### config.mk
export PLATFORM = sky130hd
export DESIGN_NAME = seg_scan_controller_flat
export DESIGN_NICKNAME = d
export VERILOG_FILES = /design/src/rtl/seg_scan_pkg.sv /design/src/rtl/seg_scan_if.sv /design/src/rtl/seg_scan_prescaler.sv /design/src/rtl/seg_scan_controller.sv /design/src/flat_wrapper.sv
export SDC_FILE = /design/constraint.sdc
export NUM_CORES = 1
export LEC_CHECK = 0
export ABC_AREA = 1
export CORE_UTILIZATION = 40
export DETAILED_ROUTE_END_ITERATION = 8
export SYNTH_ARGS = -nofsm -noshare
export SYNTH_HDL_FRONTEND = slang
export SYNTH_SLANG_ARGS = --single-unit
### constraint.sdc
create_clock -name clk -period 2.4 [get_ports clk]
set_clock_uncertainty 0.05 [all_clocks]
set_input_delay 0.24 -clock clk [delete_from_list [all_inputs] [get_ports clk]]
set_output_delay 0.24 -clock clk [all_outputs]
set_load 0.05 [all_outputs]
### src/rtl/seg_scan_pkg.sv
// Shared types and sizing for the 4-digit 7-segment scan controller.
package seg_scan_pkg;

  localparam int unsigned NUM_DIGITS = 4;
  localparam int unsigned BCD_W      = 4;
  localparam int unsigned IDX_W      = 2;

  typedef enum logic [0:0] {
    StGuard,
    StOn
  } state_e;

  // Width of a counter that must hold 0..div-1.
  function automatic int unsigned slot_cnt_w(int unsigned div);
    return (div > 1) ? $clog2(div) : 1;
  endfunction

endpackage

### src/rtl/seg_scan_if.sv
// Display-value update handshake between a requester and the scan controller.
interface seg_scan_if;
  import seg_scan_pkg::*;

  logic [NUM_DIGITS*BCD_W-1:0] value_in;
  logic [NUM_DIGITS-1:0]       dp_in;
  logic                        update_req;
  logic                        update_ack;

  modport master (
    output value_in,
    output dp_in,
    output update_req,
    input  update_ack
  );

  modport slave (
    input  value_in,
    input  dp_in,
    input  update_req,
    output update_ack
  );

endinterface

### src/rtl/seg_scan_prescaler.sv
// Per-digit slot counter; flags the last guard cycle and the last cycle of each slot.
module seg_scan_prescaler import seg_scan_pkg::*; #(
  parameter int unsigned REFRESH_DIV = 50000,
  parameter int unsigned GUARD_CYC   = 16
) (
  input  logic clk_i,
  input  logic reset_i,
  input  logic enable_i,
  output logic guard_done_o,
  output logic slot_end_o
);

  localparam int unsigned     CntW      = slot_cnt_w(REFRESH_DIV);
  localparam logic [CntW-1:0] LastCnt   = CntW'(REFRESH_DIV - 1);
  localparam logic [CntW-1:0] GuardLast = CntW'(GUARD_CYC - 1);

  logic [CntW-1:0] cnt_q, cnt_d;

  always_comb begin
    cnt_d = cnt_q;
    if (enable_i) begin
      cnt_d = (cnt_q == LastCnt) ? '0 : cnt_q + 1'b1;
    end
  end

  always_ff @(posedge clk_i) begin
    if (reset_i) begin
      cnt_q <= '0;
    end else begin
      cnt_q <= cnt_d;
    end
  end

  // Pulses are gated by enable so a frozen counter never re-fires them.
  assign guard_done_o = enable_i && (cnt_q == GuardLast);
  assign slot_end_o   = enable_i && (cnt_q == LastCnt);

endmodule

### src/rtl/seg_scan_controller.sv
// Time-multiplexes four BCD digits onto one shared 7-segment decoder with guard gaps.
// Optional leading-zero blanking is built when SEG_SCAN_LZ_BLANK_EN is defined.
module seg_scan_controller import seg_scan_pkg::*; #(
  parameter int unsigned REFRESH_DIV = 50000,
  parameter int unsigned GUARD_CYC   = 16
) (
  input  logic                  clk,
  input  logic                  reset,
  input  logic                  enable,
  seg_scan_if.slave             upd,
  output logic [BCD_W-1:0]      code_out,
  output logic [NUM_DIGITS-1:0] an_n,
  output logic                  dp_n,
  output logic                  frame_tick
);

  logic guard_done, slot_end;

  seg_scan_prescaler #(
    .REFRESH_DIV(REFRESH_DIV),
    .GUARD_CYC  (GUARD_CYC)
  ) u_prescaler (
    .clk_i       (clk),
    .reset_i     (reset),
    .enable_i    (enable),
    .guard_done_o(guard_done),
    .slot_end_o  (slot_end)
  );

  state_e                      state_q, state_d;
  logic [IDX_W-1:0]            idx_q, idx_d;
  logic [NUM_DIGITS*BCD_W-1:0] disp_q, disp_d;
  logic [NUM_DIGITS-1:0]       dp_q, dp_d;
  logic                        ack_q;
  logic                        frame_end, load;
  logic [NUM_DIGITS-1:0]       blank;
  logic                        show;
  logic [BCD_W-1:0]            code_d;
  logic [NUM_DIGITS-1:0]       an_d;
  logic                        dp_n_d;

  assign frame_end      = slot_end && (idx_q == IDX_W'(NUM_DIGITS - 1));
  assign load           = frame_end && upd.update_req;
  assign upd.update_ack = ack_q;

  always_comb begin
    state_d = state_q;
    idx_d   = idx_q;
    if (slot_end) begin
      state_d = StGuard;
      idx_d   = idx_q + 1'b1;
    end else if (guard_done) begin
      state_d = StOn;
    end
    disp_d = load ? upd.value_in : disp_q;
    dp_d   = load ? upd.dp_in : dp_q;
  end

`ifdef SEG_SCAN_LZ_BLANK_EN
  logic lz_run;

  // A digit blanks while it and every digit above it are zero; its own dp lights it anyway.
  always_comb begin
    blank  = '0;
    lz_run = 1'b1;
    for (int k = NUM_DIGITS - 1; k >= 1; k--) begin
      lz_run   = lz_run && (disp_d[k*BCD_W +: BCD_W] == '0);
      blank[k] = lz_run && !dp_d[k];
    end
  end
`else
  assign blank = '0;
`endif

  // Outputs are decoded from next-state values so the registered pins line up with the state.
  always_comb begin
    show   = enable && (state_d == StOn) && !blank[idx_d];
    code_d = disp_d[idx_d*BCD_W +: BCD_W];
    an_d   = '1;
    dp_n_d = 1'b1;
    if (show) begin
      an_d[idx_d] = 1'b0;
      dp_n_d      = ~dp_d[idx_d];
    end
  end

  always_ff @(posedge clk) begin
    if (reset) begin
      state_q    <= StGuard;
      idx_q      <= '0;
      disp_q     <= '0;
      dp_q       <= '0;
      ack_q      <= 1'b0;
      frame_tick <= 1'b0;
      code_out   <= '0;
      an_n       <= '1;
      dp_n       <= 1'b1;
    end else begin
      state_q    <= state_d;
      idx_q      <= idx_d;
      disp_q     <= disp_d;
      dp_q       <= dp_d;
      ack_q      <= load;
      frame_tick <= frame_end;
      code_out   <= code_d;
      an_n       <= an_d;
      dp_n       <= dp_n_d;
    end
  end

endmodule

### src/flat_wrapper.sv
// flat-port wrapper written by rule: the top's interface ports become plain ports
module seg_scan_controller_flat import seg_scan_pkg::*;
#(
  parameter int unsigned REFRESH_DIV = 50000,
  parameter int unsigned GUARD_CYC   = 16
)
  (clk, reset, enable, code_out, an_n, dp_n, frame_tick, upd_value_in, upd_dp_in, upd_update_req, upd_update_ack);
  seg_scan_if upd_i ();
  input  logic clk;
  input  logic reset;
  input  logic enable;
  output logic [BCD_W-1:0] code_out;
  output logic [NUM_DIGITS-1:0] an_n;
  output logic dp_n;
  output logic frame_tick;
  input wire logic [$bits(upd_i.value_in)-1:0] upd_value_in;
  input wire logic [$bits(upd_i.dp_in)-1:0] upd_dp_in;
  input wire logic [$bits(upd_i.update_req)-1:0] upd_update_req;
  output wire logic [$bits(upd_i.update_ack)-1:0] upd_update_ack;
  assign upd_i.value_in = upd_value_in;
  assign upd_i.dp_in = upd_dp_in;
  assign upd_i.update_req = upd_update_req;
  assign upd_update_ack = upd_i.update_ack;
  seg_scan_controller #(.REFRESH_DIV(REFRESH_DIV), .GUARD_CYC(GUARD_CYC)) u_core (.clk(clk), .reset(reset), .enable(enable), .upd(upd_i), .code_out(code_out), .an_n(an_n), .dp_n(dp_n), .frame_tick(frame_tick));
endmodule
==> notes.md <==
The implementation run finished. Via-per-instance ratio landed at between 4 and 5. The synthesis stats list as the most numerous cell sky130_fd_sc_hd__nand2_1. Minimum clock period landed at ~1.9 ns.

Mean routed wirelength per cell landed at about 12 µm. Deepest clock path buffer count landed at 2. CTS placed an instance of sky130_fd_sc_hd__clkbuf_8 at the clock tree root. Critical path data arrival time landed at 2.11 ns. Number of antenna violations at the first check in global routing landed at 0. Final-layout fill cell count landed at between 500 and 600. Area overhead of the layout relative to synthesis landed at 21.23%. The first TritonRoute pass finished after 4 iterations.

Global-route wire length before repair landed at between 9 and 10 mm. For this run, the register share of the synthesized area comes to 40.53%. According to the timing report, the data required time at the worst endpoint equals 2.59 ns. STA classifies the critical path startpoint as a flip-flop.

For this configuration, the core starts out at a cell density of about two fifths. Counting flops and latches in the post-synthesis netlist gives ~50. Post-synth area from yosys stat landed at 0.002470 mm².

Post-synth the commonest register cell is sky130_fd_sc_hd__dfxtp_1. Synthesized instance count landed at ~330. Logic depth along the worst register-to-register path is recorded as 13.

TritonCTS built the clock tree. Final-report hold violation count landed at 0. For reference, the most critical setup path is categorized as flip-flop to flip-flop. Sum of negative setup slack landed at 0 ns. The DRC violation total left in the routed layout is recorded as 0. When the netlist entered floorplanning its net count stood at about 360. STA lists the maximum fanout along the critical path as 6. Chip area landed at approximately 0.0065 mm². The cell area that synthesis handed to floorplanning was about 0.0025 mm². Final wirelength landed at roughly 5.3 mm. The run finished with clean final reports.

The analysis attributes to cell leakage a power of 1.319 nW. Setup violation total in the final timing report landed at 0.
[through the flow]
step / std cells / power, W / instance area (µm²) / setup slack, ns
detailed placement: 439 / 0.0009348 / 2894 / 0.2622
global route: 447 / 0.001500 / 2994 / 0.2815
CTS: 447 / 0.001462 / 2994 / 0.4687
global placement: 439 / 0.0009347 / 2894 / 0.3052
finish: 447 / 0.001438 / 2994 / 0.4877
floorplan: 333 / 0.0008806 / 2470 / 0.7150
[worst max-delay path by stage]
stage / to / slack [ns] / cells past startpoint
global placement: u_core.code_out[2]$_SDFF_PP0_ / 0.31 / 11
detailed placement: u_core.an_n[1]$_SDFF_PP1_ / 0.26 / 11
floorplan: u_core.code_out[3]$_SDFF_PP0_ / 0.72 / 13
global route: u_core.code_out[2]$_SDFF_PP0_ / 0.28 / 13
CTS: u_core.code_out[2]$_SDFF_PP0_ / 0.47 / 13
finish: u_core.code_out[2]$_SDFF_PP0_ / 0.49 / 13
[per-layer routing]
| metal | track usage (%) | routed length (µm) |
|---|---|---|
| met5 | 0 | 0 |
| met4 | 6.250 | 63 |
| met3 | 3.636 | 159 |
| met2 | 27.54 | 2292 |
| met1 | 25.67 | 2790 |
[area by class of cell]
class                           instances  area [µm²]  share of cell area, %
Clock buffer                            6       82.58                  2.758
Multi-Input combinational cell        238        1275                  42.58
Clock inverter                          2       17.52                 0.5850
Tap cell                               75       93.84                  3.134
Timing Repair Buffer                   41       392.9                  13.12
Inverter                               35       131.4                  4.388
Sequential cell                        50        1001                  33.43
[kinds of logic (layout without fill, tap and decap cells)]
logic type / Yosys count / count (layout) / share of synthesized area, %
xor+xnor: 1 / 1 / 0.3547
fa+ha+maj: 2 / 2 / 1.013
buf+inv: 45 / 84 / 7.852
compound gates: 38 / 38 / 8.410
flops: 50 / 50 / 40.53
simple gates: 197 / 197 / 41.84
[power breakdown]
group,leakage [nW],internal [W],switching [W]
clock,0.0514,0.000238,0.000285
combinational,0.864,0.0000439,0.0000371
sequential,0.403,0.000832,0.00000276
[worst max-delay path, cell delays in order, from the launching register on]
cell and delay [ns]:
sky130_fd_sc_hd__dfxtp_1 0.38, sky130_fd_sc_hd__ha_1 0.22, sky130_fd_sc_hd__inv_1 0.07, sky130_fd_sc_hd__nor2_1 0.12, sky130_fd_sc_hd__nand2_2 0.10, sky130_fd_sc_hd__nor2_8 0.12, sky130_fd_sc_hd__nand2_2 0.09, sky130_fd_sc_hd__nand2_2 0.10
sky130_fd_sc_hd__nand2_2 0.11, sky130_fd_sc_hd__nor2_4 0.21, sky130_fd_sc_hd__nand2_1 0.07, sky130_fd_sc_hd__nand2_1 0.08, sky130_fd_sc_hd__nor2_1 0.05, sky130_fd_sc_hd__nor2_1 0.08
[flip-flops by register name, summed over array words and instances (netlist names)]
register / cells
u_core.upd.update_ack: 1
u_core.frame_tick: 1
u_core.state_q: 1
u_core.an_n: 4
u_core.idx_q: 2
u_core.code_out: 4
u_core.disp_q: 16
u_core.u_prescaler.cnt_q: 16
u_core.dp_q: 4
u_core.dp_n: 1
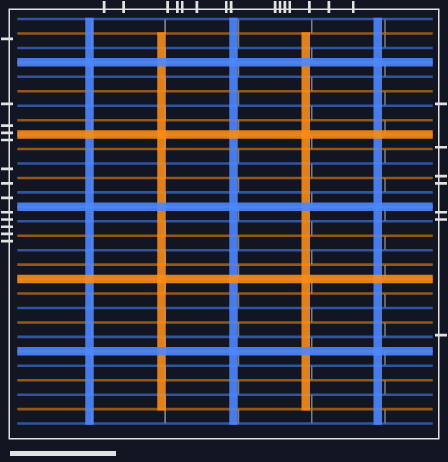
(supply network)
Bar = 20 µm. Pins as bars on the die edge. Tap cells in grey.
- blue: VSS
- orange: VDD
- rows: 28
- signal pins: 35
- met4 straps: 5
Die Y-Extent: 80.58 µm
Peak supply drop: 0.0002365 V

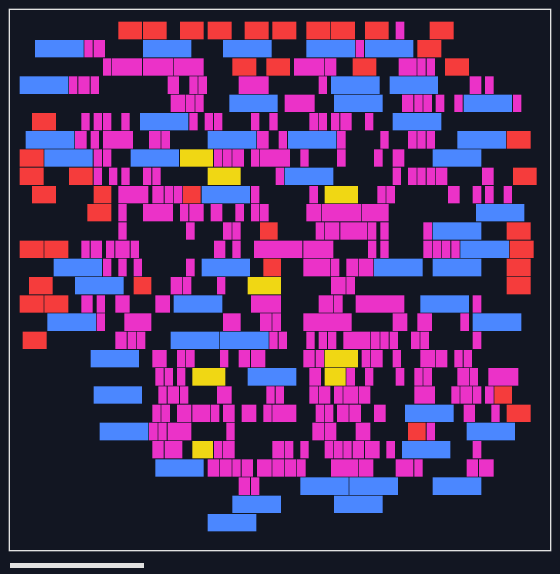
(cells coloured by class)
Bar = 20 µm.
- blue: registers (cells 50; share of their area 35%)
- yellow: clock drivers and dummy loads (cells 8; share of their area 3.5%)
- magenta: remaining logic cells (cells 273; share of their area 48%)
- red: remaining buffers and delay cells (cells 41; share of their area 14%)
final core utilization: 50.27%
post-route cell area: 0.002994 mm²

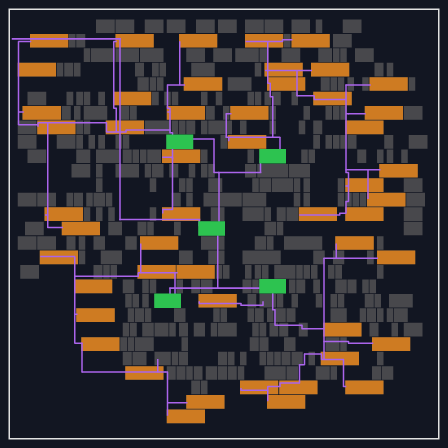
(routed clock nets over the placement)
- purple: clock wires (length 602 µm)
- orange: flip-flops (count 50)
- green: clock-net drivers (count 5)
- routed clock nets: 6
- flops lie: all over the die
clock share of power: 36.3%
clock distribution power: 0.000523 W
Clk Latency, worst-skew pair: 0.30 ns

Power figures rest on the tool's default switching activity, not on a simulated workload.
